--- config.mk ---
export PLATFORM = sky130hd
export DESIGN_NAME = zwait_server_flat
export DESIGN_NICKNAME = d
export VERILOG_FILES = /design/src/rtl/zwait_pkg.sv /design/src/rtl/zwait_server_if.sv /design/src/rtl/sync_2ff.sv /design/src/rtl/zwait_server.sv /design/src/flat_wrapper.sv
export SDC_FILE = /design/constraint.sdc
export NUM_CORES = 1
export LEC_CHECK = 0
export CAP_MARGIN = 5
export CORE_UTILIZATION = 44
export CTS_BUF_LIST = sky130_fd_sc_hd__clkbuf_16
export DETAILED_ROUTE_END_ITERATION = 10
export GPL_TIMING_DRIVEN = 0
export PLACE_DENSITY = 0.76
export SYNTH_ARGS = -nofsm -noshare
export SYNTH_HDL_FRONTEND = slang
export SYNTH_SLANG_ARGS = --single-unit
--- constraint.sdc ---
create_clock -name fclk -period 1.9 [get_ports fclk]
set_clock_uncertainty 0.1 [all_clocks]
set_input_delay 0.285 -clock fclk [delete_from_list [all_inputs] [get_ports fclk]]
set_output_delay 0.285 -clock fclk [all_outputs]
set_load 0.02 [all_outputs]
--- src/rtl/zwait_pkg.sv ---
`default_nettype none
// +----------------------------------------------------------------------+
// | zwait_pkg                                                            |
// | Shared FSM encodings, request indices and the priority picker.       |
// | Rev 1.0                                                              |
// +----------------------------------------------------------------------+
package zwait_pkg;

    localparam int unsigned c_num_waits = 7;

    localparam logic [2:0] REQ_GLUCLOCK = 3'd0;
    localparam logic [2:0] REQ_COMPORT  = 3'd1;

    typedef enum logic [1:0] {
        IDLE    = 2'd0,
        GRANT   = 2'd1,
        RELEASE = 2'd2,
        DRAIN   = 2'd3
    } state_t;

    // Lowest set index wins: gluclock, then comport, then the rest.
    function automatic logic [2:0] lowest_index(input logic [c_num_waits-1:0] bits);
        logic [2:0] v_idx;
        v_idx = 3'd0;
        for (int i = c_num_waits - 1; i >= 0; i--) begin
            if (bits[i]) begin
                v_idx = 3'(i);
            end
        end
        return v_idx;
    endfunction

endpackage
`default_nettype wire

--- src/rtl/zwait_server_if.sv ---
`default_nettype none
// +----------------------------------------------------------------------+
// | zwait_server_if                                                      |
// | Wait-request / AVR service bus between wait generator and server.    |
// | Rev 1.0                                                              |
// +----------------------------------------------------------------------+
interface zwait_server_if;

    logic [zwait_pkg::c_num_waits-1:0] waits;
    logic                              avr_done;
    logic                              clr_flags;
    logic                              wait_end;
    logic                              req_valid;
    logic [2:0]                        req_id;
    logic                              timeout_flag;
    logic [7:0]                        svc_count;

    modport master (
        output waits, avr_done, clr_flags,
        input  wait_end, req_valid, req_id, timeout_flag, svc_count
    );

    modport slave (
        input  waits, avr_done, clr_flags,
        output wait_end, req_valid, req_id, timeout_flag, svc_count
    );

endinterface
`default_nettype wire

--- src/rtl/sync_2ff.sv ---
`default_nettype none
// +----------------------------------------------------------------------+
// | sync_2ff                                                             |
// | Two-flop synchronizer for independent asynchronous level bits.       |
// | Rev 1.0                                                              |
// +----------------------------------------------------------------------+
module sync_2ff #(
    parameter int WIDTH = 1
) (
    input  wire logic             clk,
    input  wire logic             rst,
    input  wire logic [WIDTH-1:0] i_d,
    output logic      [WIDTH-1:0] o_q
);

    logic [WIDTH-1:0] r_meta;
    logic [WIDTH-1:0] r_sync;

    always_ff @(posedge clk or posedge rst) begin
        if (rst) begin
            r_meta <= '0;
            r_sync <= '0;
        end else begin
            r_meta <= i_d;
            r_sync <= r_meta;
        end
    end

    assign o_q = r_sync;

endmodule
`default_nettype wire

--- src/rtl/zwait_server.sv ---
`default_nettype none
// +----------------------------------------------------------------------+
// | zwait_server                                                         |
// | Arbitrates Z80 wait requests to the AVR and pulses wait_end.         |
// | Rev 1.0                                                              |
// +----------------------------------------------------------------------+
module zwait_server
    import zwait_pkg::*;
#(
    parameter int TIMEOUT_W = 16,
    parameter int END_PULSE = 3
) (
    input  wire logic     fclk,
    input  wire logic     rst,
    zwait_server_if.slave bus
);

    localparam int                   PULSE_W      = $clog2(END_PULSE);
    localparam logic [TIMEOUT_W-1:0] c_timer_one  = TIMEOUT_W'(1);
    localparam logic [TIMEOUT_W-1:0] c_timer_last = {{(TIMEOUT_W-1){1'b1}}, 1'b0};
    localparam logic [PULSE_W-1:0]   c_pulse_one  = PULSE_W'(1);
    localparam logic [PULSE_W-1:0]   c_pulse_last = PULSE_W'(END_PULSE - 1);

    logic [c_num_waits-1:0] w_wsync;
    logic [7:0]             w_wsync_ext;
    logic                   w_any;
    logic                   w_req_clear;
    logic                   w_expire;
    logic                   w_set_timeout;
    state_t                 w_state_next;

    state_t                 r_state;
    logic [2:0]             r_req_id;
    logic [TIMEOUT_W-1:0]   r_timer;
    logic [PULSE_W-1:0]     r_pulse;
    logic                   r_wait_end;
    logic                   r_req_valid;
    logic                   r_timeout_flag;
    logic [7:0]             r_svc_count;

    sync_2ff #(
        .WIDTH (int'(c_num_waits))
    ) u_sync (
        .clk (fclk),
        .rst (rst),
        .i_d (bus.waits),
        .o_q (w_wsync)
    );

    // Padded to 8 bits so every req_id value indexes a real bit.
    assign w_wsync_ext   = {1'b0, w_wsync};
    assign w_any         = |w_wsync;
    assign w_req_clear   = ~w_wsync_ext[r_req_id];
    assign w_expire      = (r_state == GRANT) && (r_timer == c_timer_last);
    assign w_set_timeout = w_expire && !bus.avr_done;

    always_comb begin
        w_state_next = r_state;
        case (r_state)
            IDLE:    if (w_any)                        w_state_next = GRANT;
            GRANT:   if (bus.avr_done || w_expire)     w_state_next = RELEASE;
            RELEASE: if (r_pulse == c_pulse_last)      w_state_next = DRAIN;
            DRAIN:   if (w_req_clear)                  w_state_next = IDLE;
            default:                                   w_state_next = IDLE;
        endcase
    end

    always_ff @(posedge fclk or posedge rst) begin
        if (rst) begin
            r_state        <= IDLE;
            r_req_id       <= 3'd0;
            r_timer        <= '0;
            r_pulse        <= '0;
            r_wait_end     <= 1'b0;
            r_req_valid    <= 1'b0;
            r_timeout_flag <= 1'b0;
            r_svc_count    <= 8'd0;
        end else begin
            r_state <= w_state_next;
            if (r_state == IDLE && w_any) begin
                r_req_id <= lowest_index(w_wsync);
            end
            r_timer <= (r_state == GRANT)   ? r_timer + c_timer_one : '0;
            r_pulse <= (r_state == RELEASE) ? r_pulse + c_pulse_one : '0;
            // Registered decode keeps wait_end glitch-free for the async clear it drives.
            r_wait_end  <= (w_state_next == RELEASE);
            r_req_valid <= (w_state_next == GRANT);
            if (r_state == GRANT && w_state_next == RELEASE) begin
                r_svc_count <= r_svc_count + 8'd1;
            end
            if (w_set_timeout) begin
                r_timeout_flag <= 1'b1;
            end else if (bus.clr_flags) begin
                r_timeout_flag <= 1'b0;
            end
        end
    end

    assign bus.wait_end     = r_wait_end;
    assign bus.req_valid    = r_req_valid;
    assign bus.req_id       = r_req_id;
    assign bus.timeout_flag = r_timeout_flag;
    assign bus.svc_count    = r_svc_count;

endmodule
`default_nettype wire

--- src/flat_wrapper.sv ---
// flat-port wrapper written by rule: the top's interface ports become plain ports
module zwait_server_flat import zwait_pkg::*;
#(
    parameter int TIMEOUT_W = 16,
    parameter int END_PULSE = 3
)
  (fclk, rst, bus_waits, bus_avr_done, bus_clr_flags, bus_wait_end, bus_req_valid, bus_req_id, bus_timeout_flag, bus_svc_count);
  zwait_server_if bus_i ();
  input  wire logic fclk;
  input  wire logic rst;
  input wire logic [$bits(bus_i.waits)-1:0] bus_waits;
  input wire logic [$bits(bus_i.avr_done)-1:0] bus_avr_done;
  input wire logic [$bits(bus_i.clr_flags)-1:0] bus_clr_flags;
  output wire logic [$bits(bus_i.wait_end)-1:0] bus_wait_end;
  output wire logic [$bits(bus_i.req_valid)-1:0] bus_req_valid;
  output wire logic [$bits(bus_i.req_id)-1:0] bus_req_id;
  output wire logic [$bits(bus_i.timeout_flag)-1:0] bus_timeout_flag;
  output wire logic [$bits(bus_i.svc_count)-1:0] bus_svc_count;
  assign bus_i.waits = bus_waits;
  assign bus_i.avr_done = bus_avr_done;
  assign bus_i.clr_flags = bus_clr_flags;
  assign bus_wait_end = bus_i.wait_end;
  assign bus_req_valid = bus_i.req_valid;
  assign bus_req_id = bus_i.req_id;
  assign bus_timeout_flag = bus_i.timeout_flag;
  assign bus_svc_count = bus_i.svc_count;
  zwait_server #(.TIMEOUT_W(TIMEOUT_W), .END_PULSE(END_PULSE)) u_core (.fclk(fclk), .rst(rst), .bus(bus_i));
endmodule
### Metal layers overlaid, run 1

The bar under the picture is 20 µm long.
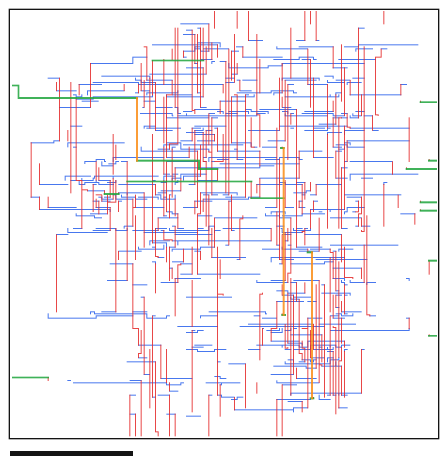
Key: red = metal 2 [wire length 1680 µm]; blue = metal 1 [wire length 1540 µm]; orange = metal 4 [wire length 61.2 µm]; green = metal 3 [wire length 95.9 µm]
routed wire length per instance: 12.9 µm
routed via count: 1327
WL final: 3380 µm
overall fraction of global-route tracks in use: 15.8%

### Port wiring, run 1

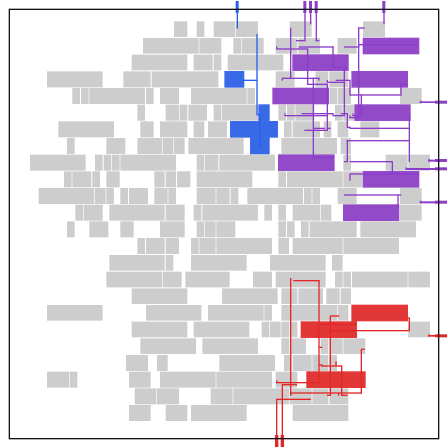
Key: purple = bus_svc_count [bits 8, direction output, end cells 8, buffers 8, wire 240 µm]; blue = bus_avr_done [bits 1, direction input, end cells 4, buffers 1, wire 23.8 µm]; red = bus_req_id [bits 3, direction output, end cells 3, buffers 3, wire 137 µm]

==> summary.txt, run 1 <==
Implementation results are summarized by area below.

Floorplanning
The number of I/O pins is 25. The horizontal die dimension is around 70 µm.

Finish
Of the cells placed in the final design, the portion with a size suffix greater than 1 is a little over a tenth. The final core utilization is 57.8%. The register with the most flip-flops in the layout has 16 of them.

In the layout the commonest cells are sky130_fd_sc_hd__dfrtp_1, sky130_fd_sc_hd__clkdlybuf4s50_1, sky130_fd_sc_hd__nor2_1, sky130_fd_sc_hd__nand2_1.

STA
The final-report hold violation count is 0. Setup violations remaining at the end of the flow were counted as 0. The final total negative setup slack is 0 ns. Setup repair after global routing left no endpoint under its margin.

Synth
The cell type with the largest total area is sky130_fd_sc_hd__dfrtp_1. Counting flops with a built-in enable in the synthesized netlist gives 0.

Global routing
The first global-routing pass estimated 6020 µm of wire. The met3 track demand over resource is 4.07%.

Status
The flow ran to the end, and the final reports show no timing, DRC or antenna violations.

Detailed routing
The via count normalized by instance count is 5.06. The uppermost layer routed is met4.

Pwr
The design draws ~3.2 mW.

Clocking
In the CTS report, the clock slew at the register clock pins of the worst setup and hold paths is listed as around 0.060 ns. The post-CTS hold buffer count recorded in the log is 0.

Worst setup path
The data arrival time of the critical path is ~1.9 ns.

Placement
The placement summary gives the final routability congestion estimate as 0.778.
### Cell placement, run 1

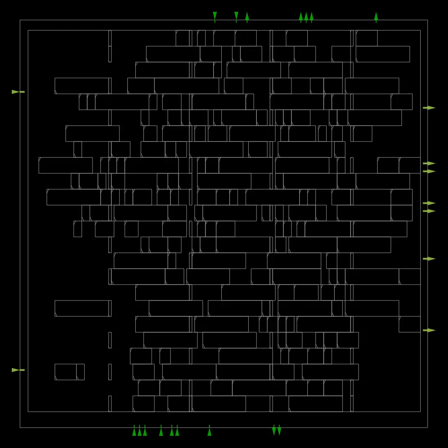
number of cell rows: 24
Filler Cells Inserted: 357
total core area: 4380 µm²
fraction of area in registers: 47.4%
fin cells: 262

## run 1: repair_timing
item                                    in CTS  in global routing
setup buffers                                0                  2
endpoints found under the setup margin       0                  5
gates resized                                0                  5
## run 1: worst paths after layout
path                                    startpoint              endpoint  slack (ns)  cells after the start
setup / recovery              u_core.u_sync.o_q[1]     u_core.r_state[0]        0.05                      3
max in group asynchronous                      rst    u_core.r_timer[15]        1.04                      3
min in group fclk          u_core.u_sync.r_meta[1]  u_core.u_sync.o_q[1]        0.24                      0
hold reg to reg            u_core.u_sync.r_meta[1]  u_core.u_sync.o_q[1]        0.24                      0
hold / removal                                 rst  u_core.u_sync.o_q[1]        0.18                      2
setup reg to reg              u_core.u_sync.o_q[1]     u_core.r_state[0]        0.05                      3
## run 1: where the power goes
part / switching, mW / leakage, nW / internal [mW]
clock network: 0.346 / 0.0850 / 0.613
logic: 0.453 / 0.445 / 0.398
registers: 0.182 / 0.617 / 1.19
## run 1: final cells by class
| type | instances | area share, % |
|---|---|---|
| Sequential cell | 48 | 47.4 |
| Multi-Input combinational cell | 118 | 31.1 |
| Timing Repair Buffer | 27 | 10.9 |
| Clock buffer | 5 | 4.93 |
| Tap cell | 52 | 2.57 |
| Clock inverter | 3 | 1.53 |
| Inverter | 7 | 1.04 |
| Buffer | 2 | 0.592 |
## run 1: worst max-delay path, cell delays in order (launching register included)
cell and delay [ns]:
sky130_fd_sc_hd__dfrtp_1 0.41, sky130_fd_sc_hd__or4_4 0.54, sky130_fd_sc_hd__or2_1 0.23, sky130_fd_sc_hd__mux4_2 0.44
## run 1: cell families after synthesis
kind of cell / after synthesis
buf+inv: 10
simple gates: 74
compound gates: 17
flops: 48
mux: 3
xor+xnor: 20
fa+ha+maj: 4
### Ports around the boundary, run 1

Pins as bars across the die edge, other pins in grey.
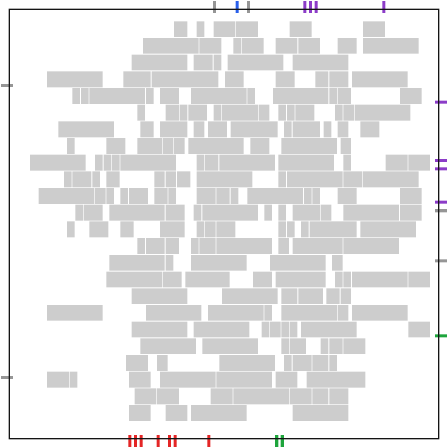

--- run 2 (diff from run 1) ---
--- a/config.mk
+++ b/config.mk
@@ -5,12 +5,12 @@
 export SDC_FILE = /design/constraint.sdc
 export NUM_CORES = 1
 export LEC_CHECK = 0
-export CAP_MARGIN = 5
-export CORE_UTILIZATION = 44
+export CAP_MARGIN = 20
+export CORE_UTILIZATION = 54
 export CTS_BUF_LIST = sky130_fd_sc_hd__clkbuf_16
 export DETAILED_ROUTE_END_ITERATION = 10
 export GPL_TIMING_DRIVEN = 0
-export PLACE_DENSITY = 0.76
+export PLACE_DENSITY = 0.88
 export SYNTH_ARGS = -nofsm -noshare
 export SYNTH_HDL_FRONTEND = slang
 export SYNTH_SLANG_ARGS = --single-unit
### Ports around the boundary, run 2

Pins as bars across the die edge, other pins in grey.
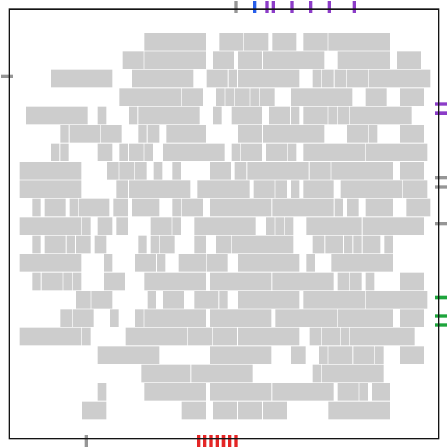
Key: red = bus_waits [pins 7, direction input, edge south]; blue = bus_avr_done [pins 1, direction input, edge north]; purple = bus_svc_count [pins 8, direction output, edge 6 north, 2 east]; green = bus_req_id [pins 3, direction output, edge east]
I/O Buffers: 24
Die Span Y: 63.2 µm
horizontal extent of the die: 63.2 µm

### Metal layers overlaid, run 2

The bar under the picture is 20 µm long.
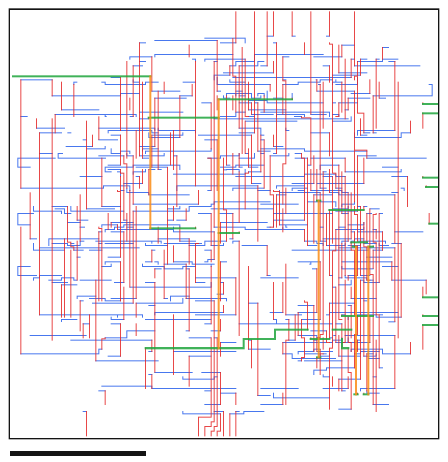
Key: orange = metal 4 [wire length 126 µm]; green = metal 3 [wire length 115 µm]; blue = metal 1 [wire length 1600 µm]; red = metal 2 [wire length 1890 µm]

==> run 2 against run 1 <==
Net effect: synthesized cell count unchanged; the flow now finishes with violations (negative setup slack); non-clock buffer count decreased by 1; critical endpoint unchanged; critical path depth unchanged; largest cell class unchanged; die area decreased by 18%; setup slack got worse by 0.063 ns; sequential power about the same; largest power group unchanged; worst hold slack improved by 0.029 ns; highest routed layer unchanged.
==> summary.txt, run 2 <==
Implementation results are summarized by area below.

Status
The flow ran to the end, but the final reports show violations. The final reports fail on negative setup slack.

Floorplanning
The area of the placeable core is 3470 µm². The die covers 3990 µm². The site row count is 21. The number of I/O pins is 25.

Global routing
For this run, the total global-route usage over all layers was measured as between 20 and 25%. The first global-routing pass estimated between 6000 and 7000 µm of wire. The met3 track demand over resource is 5.98%.

The number of antenna violations at the first check in global routing was 0.

Worst setup path
The category of cells accounting for the largest share of critical-path delay is simple AND/OR/NAND/NOR gates. The report lists the cells along the critical path as or4_4 -> or2_4 -> mux4_2. In this design, the stage delay of the slowest critical-path cell is 0.56 ns. STA puts the critical path data arrival time at just under 2 ns. The startpoint type of the worst setup path is a flop. The type of the worst setup path is flop to flop. The cell type of the slowest stage on the worst timing path is sky130_fd_sc_hd__or4_4.

Per the post-run analysis, buffers plus inverters along the critical path come to 0.

Detailed routing
The uppermost layer routed is met4. In the routed layout, each cell is associated on average with a via count of 5.38. The routed design has ~3700 µm of wire. The detailed router placed 1366 vias in this run. The routed length per placed instance is between 10 and 15 µm.

Synth
Yosys reported a register bit count of 48. Counting instances in the post-synthesis netlist gives the leading cell types as sky130_fd_sc_hd__dfrtp_1, sky130_fd_sc_hd__nor2_1, sky130_fd_sc_hd__nand2_1, sky130_fd_sc_hd__xnor2_1, sky130_fd_sc_hd__xor2_1. The cell type with the largest total area is sky130_fd_sc_hd__dfrtp_1. The chip area from the yosys synthesis statistics is 2020 µm².

The count of flip-flops with a built-in enable after synthesis is 0. In the Yosys stats the netlist draws on 34 distinct library cells.

Pwr
The total design power is 3.04 mW. The script extracted a total leakage power of 1.12 nW.

Placement
The final weighted congestion in routability-driven placement is 0.761. Setup slack on the worst path after placement came out at -0.0114 ns.

STA
For the final routed database, the setup TNS stands at -0.00968 ns. In the finished design, the share of the clock period the worst path needs comes to 101%. Per the finish-stage timing summary, setup violations number 1. Counting I/O delays and the setup requirement, the final critical path takes 1.91 ns. In the final report, the number of hold violations comes to 0. Setup repair after global routing could not meet its margin everywhere. Once routing completed, OpenROAD measured the worst setup slack at -0.00968 ns.

Finish
Ranking logic cells in the layout by count gives the top entries sky130_fd_sc_hd__dfrtp_1, sky130_fd_sc_hd__nor2_1, sky130_fd_sc_hd__clkdlybuf4s50_1, sky130_fd_sc_hd__nand2_1. The register with the most flip-flops in the layout has 16 of them. Once layout is complete, the cells apart from fillers number 254. The number of antenna repair diodes is 0. Once layout is done, the placed cells without fillers occupy 2480 µm². The share of layout cells above drive strength 1 is 9.13%. The final core utilization is between 70% and 80%.

Clocking
The clock-pin slew on the worst setup and hold paths is ~0.06 ns.
[run 2: path summary, 6_finish.rpt]
path                                      endpoint  depth (start not counted)  slack, ns                    start
setup / recovery                 u_core.r_state[0]                          3      -0.01     u_core.u_sync.o_q[1]
hold / removal             u_core.u_sync.r_meta[0]                          2       0.21                      rst
setup reg to reg                 u_core.r_state[0]                          3      -0.01     u_core.u_sync.o_q[1]
hold reg to reg               u_core.u_sync.o_q[6]                          0       0.25  u_core.u_sync.r_meta[6]
max in group asynchronous  u_core.bus.svc_count[5]                          3       1.01                      rst
min in group fclk             u_core.u_sync.o_q[6]                          0       0.25  u_core.u_sync.r_meta[6]
[run 2: what timing repair did]
action,in CTS,in global routing
hold buffers,0,0
buffers inserted,1,0
gates resized,1,3
pin swaps,0,1
endpoints found under the hold margin,0,0
setup endpoints to repair,1,6
[run 2: layout make-up]
class                      instances  area, µm²
tap                               46       57.6
timing repair buffer              26        268
clock buffer                       5        125
clock inverter                     2       7.51
fill                             245        983
buffer                             2       15.0
inverter                           7       26.3
multi-input combinational        118        783
sequential                        48       1200
[run 2: where the power goes]
part | leakage (nW) | total (mW) | switching [mW] | internal (mW)
Combinational | 0.441 | 0.859 | 0.466 | 0.394
Sequential | 0.617 | 1.38 | 0.190 | 1.19
Clock | 0.0648 | 0.803 | 0.333 | 0.470
[run 2: cells by family after synthesis]
family,Yosys count,share of synthesized area [%]
AND/OR/NAND/NOR,74,18.3
flip-flops,48,59.4
XOR/XNOR,20,8.67
AND-OR/OR-AND,17,6.13
buffers and inverters,10,2.23
adder cells (fa/ha/maj),4,2.48
multiplexers,3,2.72
Power figures rest on the tool's default switching activity, not on a simulated workload.
